## src/rtl/fp_result_packer.sv

```systemverilog
// Two-stage RNE round/pack output stage for the FP adder, with valid/ready flow control.
// Optional flag output enabled by defining FP_PACK_FLAGS_EN.
module fp_result_packer #(
  parameter int EXP_W   = 8,
  parameter int MAN_W   = 23,
  parameter int SHIFT_W = 10
) (
  input  logic                   clk,
  input  logic                   rst,
  input  logic                   in_valid,
  output logic                   in_ready,
  input  logic                   in_sign,
  input  logic [MAN_W:0]         in_man,
  input  logic [2:0]             in_grs,
  input  logic [EXP_W-1:0]       in_exp,
  input  logic [SHIFT_W-1:0]     in_shift,
  input  logic                   in_ovf,
  input  logic                   in_unf,
  input  logic                   in_inv,
  output logic                   out_valid,
  input  logic                   out_ready,
  output logic [EXP_W+MAN_W:0]   out_result
`ifdef FP_PACK_FLAGS_EN
  , output logic [3:0]           out_flags
`endif
);
  localparam int FULL_W = MAN_W + 4;
  localparam int RES_W  = 1 + EXP_W + MAN_W;

  typedef enum logic [1:0] {M_NORM, M_UNF, M_OVF, M_INV} mode_e;

  logic [2:1] vld_q;
  logic       s1_load, s2_load;

  assign s2_load   = !vld_q[2] | out_ready;
  assign s1_load   = !vld_q[1] | s2_load;
  assign in_ready  = s1_load;
  assign out_valid = vld_q[2];

  // ---- S1: case select and denormal shift
  mode_e              s1_mode_d, s1_mode_q;
  logic               s1_sign_q;
  logic [MAN_W:0]     s1_man_d, s1_man_q;
  logic               s1_g_d, s1_r_d, s1_s_d, s1_g_q, s1_r_q, s1_s_q;
  logic [EXP_W-1:0]   s1_exp_d, s1_exp_q;
  logic [FULL_W-1:0]  full, shifted, lost_mask;
  logic [31:0]        sh32;

  always_comb begin
    full      = {in_man, in_grs};
    sh32      = 32'(in_shift);
    shifted   = full >> sh32;
    lost_mask = ~({FULL_W{1'b1}} << sh32);
    s1_mode_d = M_NORM;
    s1_man_d  = in_man;
    s1_g_d    = in_grs[2];
    s1_r_d    = in_grs[1];
    s1_s_d    = in_grs[0];
    s1_exp_d  = in_exp;
    if (in_inv) begin
      s1_mode_d = M_INV;
    end else if (in_ovf) begin
      s1_mode_d = M_OVF;
    end else if (in_unf) begin
      s1_mode_d = M_UNF;
      s1_exp_d  = '0;
      // Shifting past every bit leaves only the sticky OR of the whole operand
      if (sh32 >= 32'(FULL_W)) begin
        s1_man_d = '0;
        s1_g_d   = 1'b0;
        s1_r_d   = 1'b0;
        s1_s_d   = |full;
      end else begin
        s1_man_d = shifted[FULL_W-1:3];
        s1_g_d   = shifted[2];
        s1_r_d   = shifted[1];
        s1_s_d   = shifted[0] | (|(full & lost_mask));
      end
    end
  end

  // ---- S2: RNE rounding and pack
  logic               inc;
  logic [MAN_W+1:0]   rnd;
  logic [EXP_W:0]     exp_inc;
  logic               rnd_inf;
  logic [RES_W-1:0]   res_d, res_q;

  always_comb begin
    inc     = s1_g_q & (s1_r_q | s1_s_q | s1_man_q[0]);
    rnd     = {1'b0, s1_man_q} + {{(MAN_W+1){1'b0}}, inc};
    exp_inc = {1'b0, s1_exp_q} + {{EXP_W{1'b0}}, 1'b1};
    rnd_inf = (s1_mode_q == M_NORM) & rnd[MAN_W+1] & (exp_inc >= {1'b0, {EXP_W{1'b1}}});
    res_d   = {s1_sign_q, s1_exp_q, rnd[MAN_W-1:0]};
    case (s1_mode_q)
      M_INV: res_d = {1'b0, {EXP_W{1'b1}}, {MAN_W{1'b1}}};
      M_OVF: res_d = {s1_sign_q, {EXP_W{1'b1}}, {MAN_W{1'b0}}};
      // Carry into the hidden bit promotes a denormal to the minimum normal
      M_UNF: res_d = {s1_sign_q, {{(EXP_W-1){1'b0}}, rnd[MAN_W]}, rnd[MAN_W-1:0]};
      default: begin
        if (rnd_inf)
          res_d = {s1_sign_q, {EXP_W{1'b1}}, {MAN_W{1'b0}}};
        else if (rnd[MAN_W+1])
          res_d = {s1_sign_q, exp_inc[EXP_W-1:0], {MAN_W{1'b0}}};
      end
    endcase
  end

`ifdef FP_PACK_FLAGS_EN
  logic [3:0] flags_d, flags_q;
  logic       f_ovf;
  always_comb begin
    f_ovf   = (s1_mode_q == M_OVF) | rnd_inf;
    flags_d = {s1_mode_q == M_INV,
               f_ovf,
               (s1_mode_q == M_UNF) & (res_d[RES_W-2:MAN_W] == '0),
               (((s1_mode_q == M_NORM) | (s1_mode_q == M_UNF)) & (s1_g_q | s1_r_q | s1_s_q)) | f_ovf};
  end
  always_ff @(posedge clk or posedge rst) begin
    if (rst)                     flags_q <= '0;
    else if (s2_load && vld_q[1]) flags_q <= flags_d;
  end
  assign out_flags = flags_q;
`endif

  always_ff @(posedge clk or posedge rst) begin
    if (rst) begin
      vld_q     <= '0;
      s1_mode_q <= M_NORM;
      s1_sign_q <= 1'b0;
      s1_man_q  <= '0;
      s1_g_q    <= 1'b0;
      s1_r_q    <= 1'b0;
      s1_s_q    <= 1'b0;
      s1_exp_q  <= '0;
      res_q     <= '0;
    end else begin
      if (s1_load) begin
        vld_q[1] <= in_valid;
        if (in_valid) begin
          s1_mode_q <= s1_mode_d;
          s1_sign_q <= in_sign;
          s1_man_q  <= s1_man_d;
          s1_g_q    <= s1_g_d;
          s1_r_q    <= s1_r_d;
          s1_s_q    <= s1_s_d;
          s1_exp_q  <= s1_exp_d;
        end
      end
      if (s2_load) begin
        vld_q[2] <= vld_q[1];
        if (vld_q[1]) res_q <= res_d;
      end
    end
  end

  assign out_result = res_q;

endmodule

```

## config.mk

```make
export PLATFORM = sky130hd
export DESIGN_NAME = fp_result_packer
export DESIGN_NICKNAME = d
export VERILOG_FILES = /design/src/rtl/fp_result_packer.sv
export SDC_FILE = /design/constraint.sdc
export NUM_CORES = 1
export LEC_CHECK = 0
export ABC_AREA = 1
export CORE_MARGIN = 2
export CORE_UTILIZATION = 35
export CTS_CLUSTER_DIAMETER = 100
export DETAILED_ROUTE_END_ITERATION = 10
export GPL_ROUTABILITY_DRIVEN = 0
export GPL_TIMING_DRIVEN = 1
export SYNTH_ARGS = -nofsm -noshare
export SYNTH_HDL_FRONTEND = slang
export SYNTH_SLANG_ARGS = --single-unit
```

## constraint.sdc

```tcl
create_clock -name clk -period 2.3 [get_ports clk]
set_clock_uncertainty 0.1 [all_clocks]
set_input_delay 0.345 -clock clk [delete_from_list [all_inputs] [get_ports clk]]
set_output_delay 0.345 -clock clk [all_outputs]
set_load 0.02 [all_outputs]
```

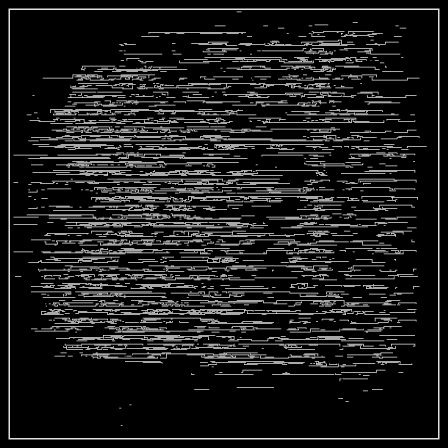
Fig. 1. Signal wires on met1 (run 1).
wire length on this layer: 9390 µm
main direction: horizontal

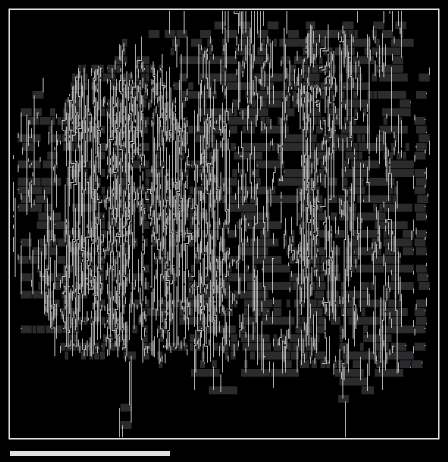
Fig. 2. Signal wires on met2 (run 1).
Scale bar: 50 µm. Cells faint in the background.
longest straight run: 51.3 µm
main direction: vertical

==> results.sh, run 1 <==
# flow metrics
export IMPL_met1_length_um=9390
export IMPL_clock_latency_ns=0.33
export IMPL_pwr_share_comb_pct=40.5
export IMPL_yosysTopAreaCell="dfrtp_1"
export IMPL_p_per_area_nw_per_um2=646
export IMPL_n_fill_cell=1685
export IMPL_total_power_mw=5.26
export IMPL_post_synth_top_count_cell="nand2_1"
export IMPL_areaGrowthSynthToFinish_pct=37.5
export IMPL_wl_met3_um=1480
export IMPL_path_max_fanout=7
export IMPL_yosys_stat_area_um2=5920
export IMPL_cts_tree="done"
export IMPL_nNetsFinal=1148
export IMPL_wl_um=21100
export IMPL_clock_sinks=72
export IMPL_synth_distinct_cells=46
export IMPL_status="finished clean"
export IMPL_pre_cts_ws_ns=-0.325
export IMPL_seq_cell_power_mw=1.83
export IMPL_hold_viol=0
export IMPL_synthXorXnorAreaFrac_pct=2.66
export IMPL_tns_ns=0
export IMPL_detail_route_antenna_nets=0
export IMPL_instances_no_fill=1317
export IMPL_fin_area_um2=8140
export IMPL_flop_area_um2=1800
export IMPL_crit_chain="nand2_2, inv_2, ha_4, nand2_4, nor3_4, nand3b_4, nor2_4, nand3_2, nor2_4, inv_2, nand2_2, nand2_2, nand2_4, inv_4, a22o_1"
export IMPL_pg_comb_mw=2.13
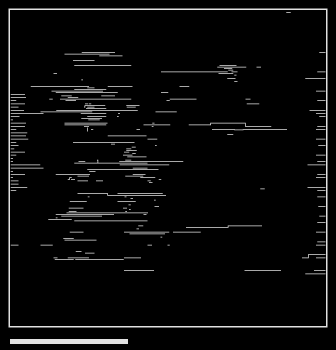
Fig. 3. Met3 routing (run 1).
Scale bar: 50 µm.
longest straight run: 34.3 µm
share of all routed wire: 7.0%
wire length on this layer: 1480 µm

## run 1: registers in the layout (all words and copies together) (netlist names)
| signal | flops |
|---|---|
| s1_man_q | 24 |
| vld_q | 2 |
| s1_r_q | 1 |
| s1_g_q | 1 |
| s1_s_q | 1 |
| out_result | 32 |
| s1_mode_q | 2 |
| s1_exp_q | 8 |
| s1_sign_q | 1 |
## run 1: cell type report
class,instances,share of cell area [%]
multi-input cells,732,45.7
flip-flops and latches,72,22.1
repair buffers,198,21.5
inverters,79,3.71
well taps,220,3.38
clock buffers,13,3.32
clock inverters,3,0.185
## run 1: worst register-to-register path, delay by kind of cell, from the launching register on
| kind | cells | cell delay, ns |
|---|---|---|
| buffers and inverters | 3 | 0.19 |
| AND-OR/OR-AND | 1 | 0.17 |
| adder cells (fa/ha/maj) | 1 | 0.14 |
| flip-flops | 1 | 0.39 |
| AND/OR/NAND/NOR | 10 | 1.16 |
## run 1: cell families after synthesis
group	after synthesis
AND/OR/NAND/NOR	517
AND-OR/OR-AND	193
buffers and inverters	126
flip-flops	72
XOR/XNOR	18
adder cells (fa/ha/maj)	3
multiplexers	1
## run 1: repair_timing
action,4_1_cts,5_1_grt
resized,0,42
buffers inserted,1,11
cloned,0,2
pin swaps,1,14
setup endpoints to repair,20,37
## run 1: path summary, 6_finish.rpt
kind | to | depth (start not counted) | slack, ns
worst max-delay path | out_result[22] | 15 | 0.06
worst min-delay path | out_result[30] | 3 | 0.32
worst max register to register | out_result[22] | 15 | 0.06
worst min register to register | out_result[23] | 2 | 0.37
max in group asynchronous | s1_man_q[6] | 3 | 1.48
min in group clk | out_result[23] | 2 | 0.37
==> run 2: changes to the inputs <==
HOLD_SLACK_MARGIN = 0.15   (was not set)
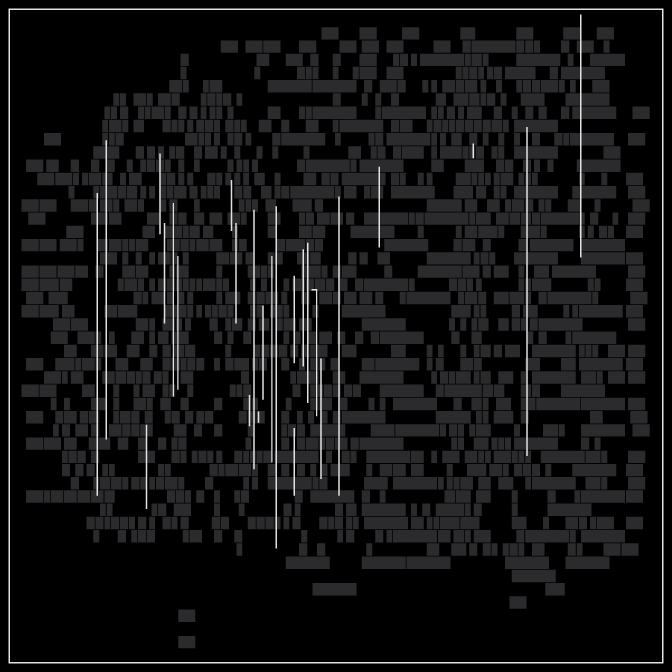
Fig. 4. The metal 4 layer (run 2).
Cells faint in the background.
longest straight run: 70.0 µm
main direction: vertical
nets with wire on the layer: 25
wire length on this layer: 803 µm
share of all routed wire: 3.8%

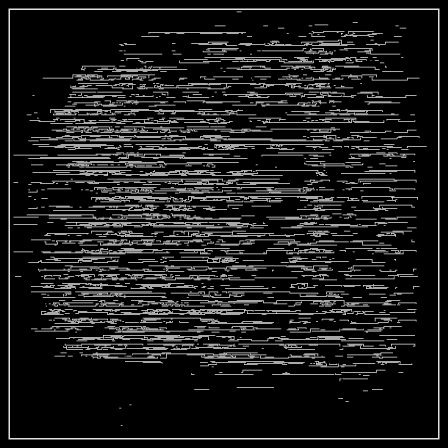
Fig. 5. Signal wires on met1 (run 2).
wire length on this layer: 9390 µm
nets with wire on the layer: 1029
longest straight run: 35.9 µm
share of all routed wire: 45%
main direction: horizontal

==> results.sh, run 2 <==
# flow metrics
export IMPL_status="finished clean"
export IMPL_instances_no_fill=1317
export IMPL_yosysTopAreaCell="dfrtp_1"
export IMPL_clock_latency_ns=0.33
export IMPL_grt_pass1_vias=6458
export IMPL_setup_slack_ns=0.0555
export IMPL_areaGrowthSynthToFinish_pct=37.5
export IMPL_detail_route_antenna_nets=0
export IMPL_p_per_area_nw_per_um2=646
export IMPL_fin_util_pct=49.2
export IMPL_path_max_fanout=7
export IMPL_wl_um=21100
export IMPL_cap_viol_max_count=0
export IMPL_clock_sinks=72
export IMPL_largest_reg_flops=32
export IMPL_rsz0062_at_grt="true"
export IMPL_fin_area_um2=8140
export IMPL_cts_tree="done"
export IMPL_yosys_stat_area_um2=5920
export IMPL_crit_chain="nand2_2, inv_2, ha_4, nand2_4, nor3_4, nand3b_4, nor2_4, nand3_2, nor2_4, inv_2, nand2_2, nand2_2, nand2_4, inv_4, a22o_1"
export IMPL_tns_ns=0
export IMPL_die_h_um=134
export IMPL_pre_cts_ws_ns=-0.325
export IMPL_post_synth_top_count_cell="nand2_1"
export IMPL_ios=87
export IMPL_synth_distinct_cells=46
export IMPL_cp_slowest_cell="dfrtp_1"
export IMPL_nNetsFinal=1148
export IMPL_syn_inst=930
export IMPL_total_power_mw=5.26
export IMPL_cp_common_cell="nand2_2"
export IMPL_synth_edff_count=0
export IMPL_grt_max_degree=73
==> run 2: worst paths after layout <==
check	start	endpoint	slack, ns	cells past startpoint
worst max register to register	s1_man_q[0]	out_result[22]	0.06	15
worst min register to register	out_result[23]	out_result[23]	0.37	2
worst max-delay path	s1_man_q[0]	out_result[22]	0.06	15
min in group clk	out_result[23]	out_result[23]	0.37	2
worst min-delay path	rst	out_result[30]	0.32	3
max in group asynchronous	rst	s1_man_q[6]	1.48	3
==> run 2: cells by family (layout without fill, tap and decap cells) <==
| kind of cell | count (synthesis) | count (layout) | share of synthesized area [%] |
|---|---|---|---|
| xor+xnor | 18 | 18 | 2.66 |
| flops | 72 | 72 | 30.5 |
| simple gates | 517 | 517 | 39.4 |
| mux | 1 | 1 | 0.169 |
| buf+inv | 126 | 293 | 8.52 |
| compound gates | 193 | 193 | 18.1 |
| fa+ha+maj | 3 | 3 | 0.635 |
==> run 2: power by group <==
group	internal, mW	switching [mW]	leakage (nW)
clock	0.812	0.487	0.145
combinational	0.939	1.19	2.82
sequential	1.58	0.248	0.840
total	3.33	1.92	3.81
==> run 2: area by class of cell <==
class | count | area, µm²
fill | 1685 | 8390
multi-input combinational | 732 | 3720
sequential | 72 | 1800
timing repair buffer | 198 | 1750
inverter | 79 | 302
tap | 220 | 275
clock buffer | 13 | 270
clock inverter | 3 | 15.0
==> run 2: repair_timing <==
item	in CTS	in global routing
cloned	0	2
hold buffers	0	0
setup endpoints to repair	20	37
gates resized	0	42
buffers inserted	1	11
pin swaps	1	14
endpoints found under the hold margin	0	0
==> run 2: layer usage <==
metal  GRT usage (%)  part of all wire, %  vias to the layer above
li1                -                    -                     3431
met1            32.5                   44                     3196
met2            36.3                   45                      318
met3            3.17                  7.0                       55
met4            9.10                  3.8                        0
met5               0                    0                        -
Power figures rest on the tool's default switching activity, not on a simulated workload.
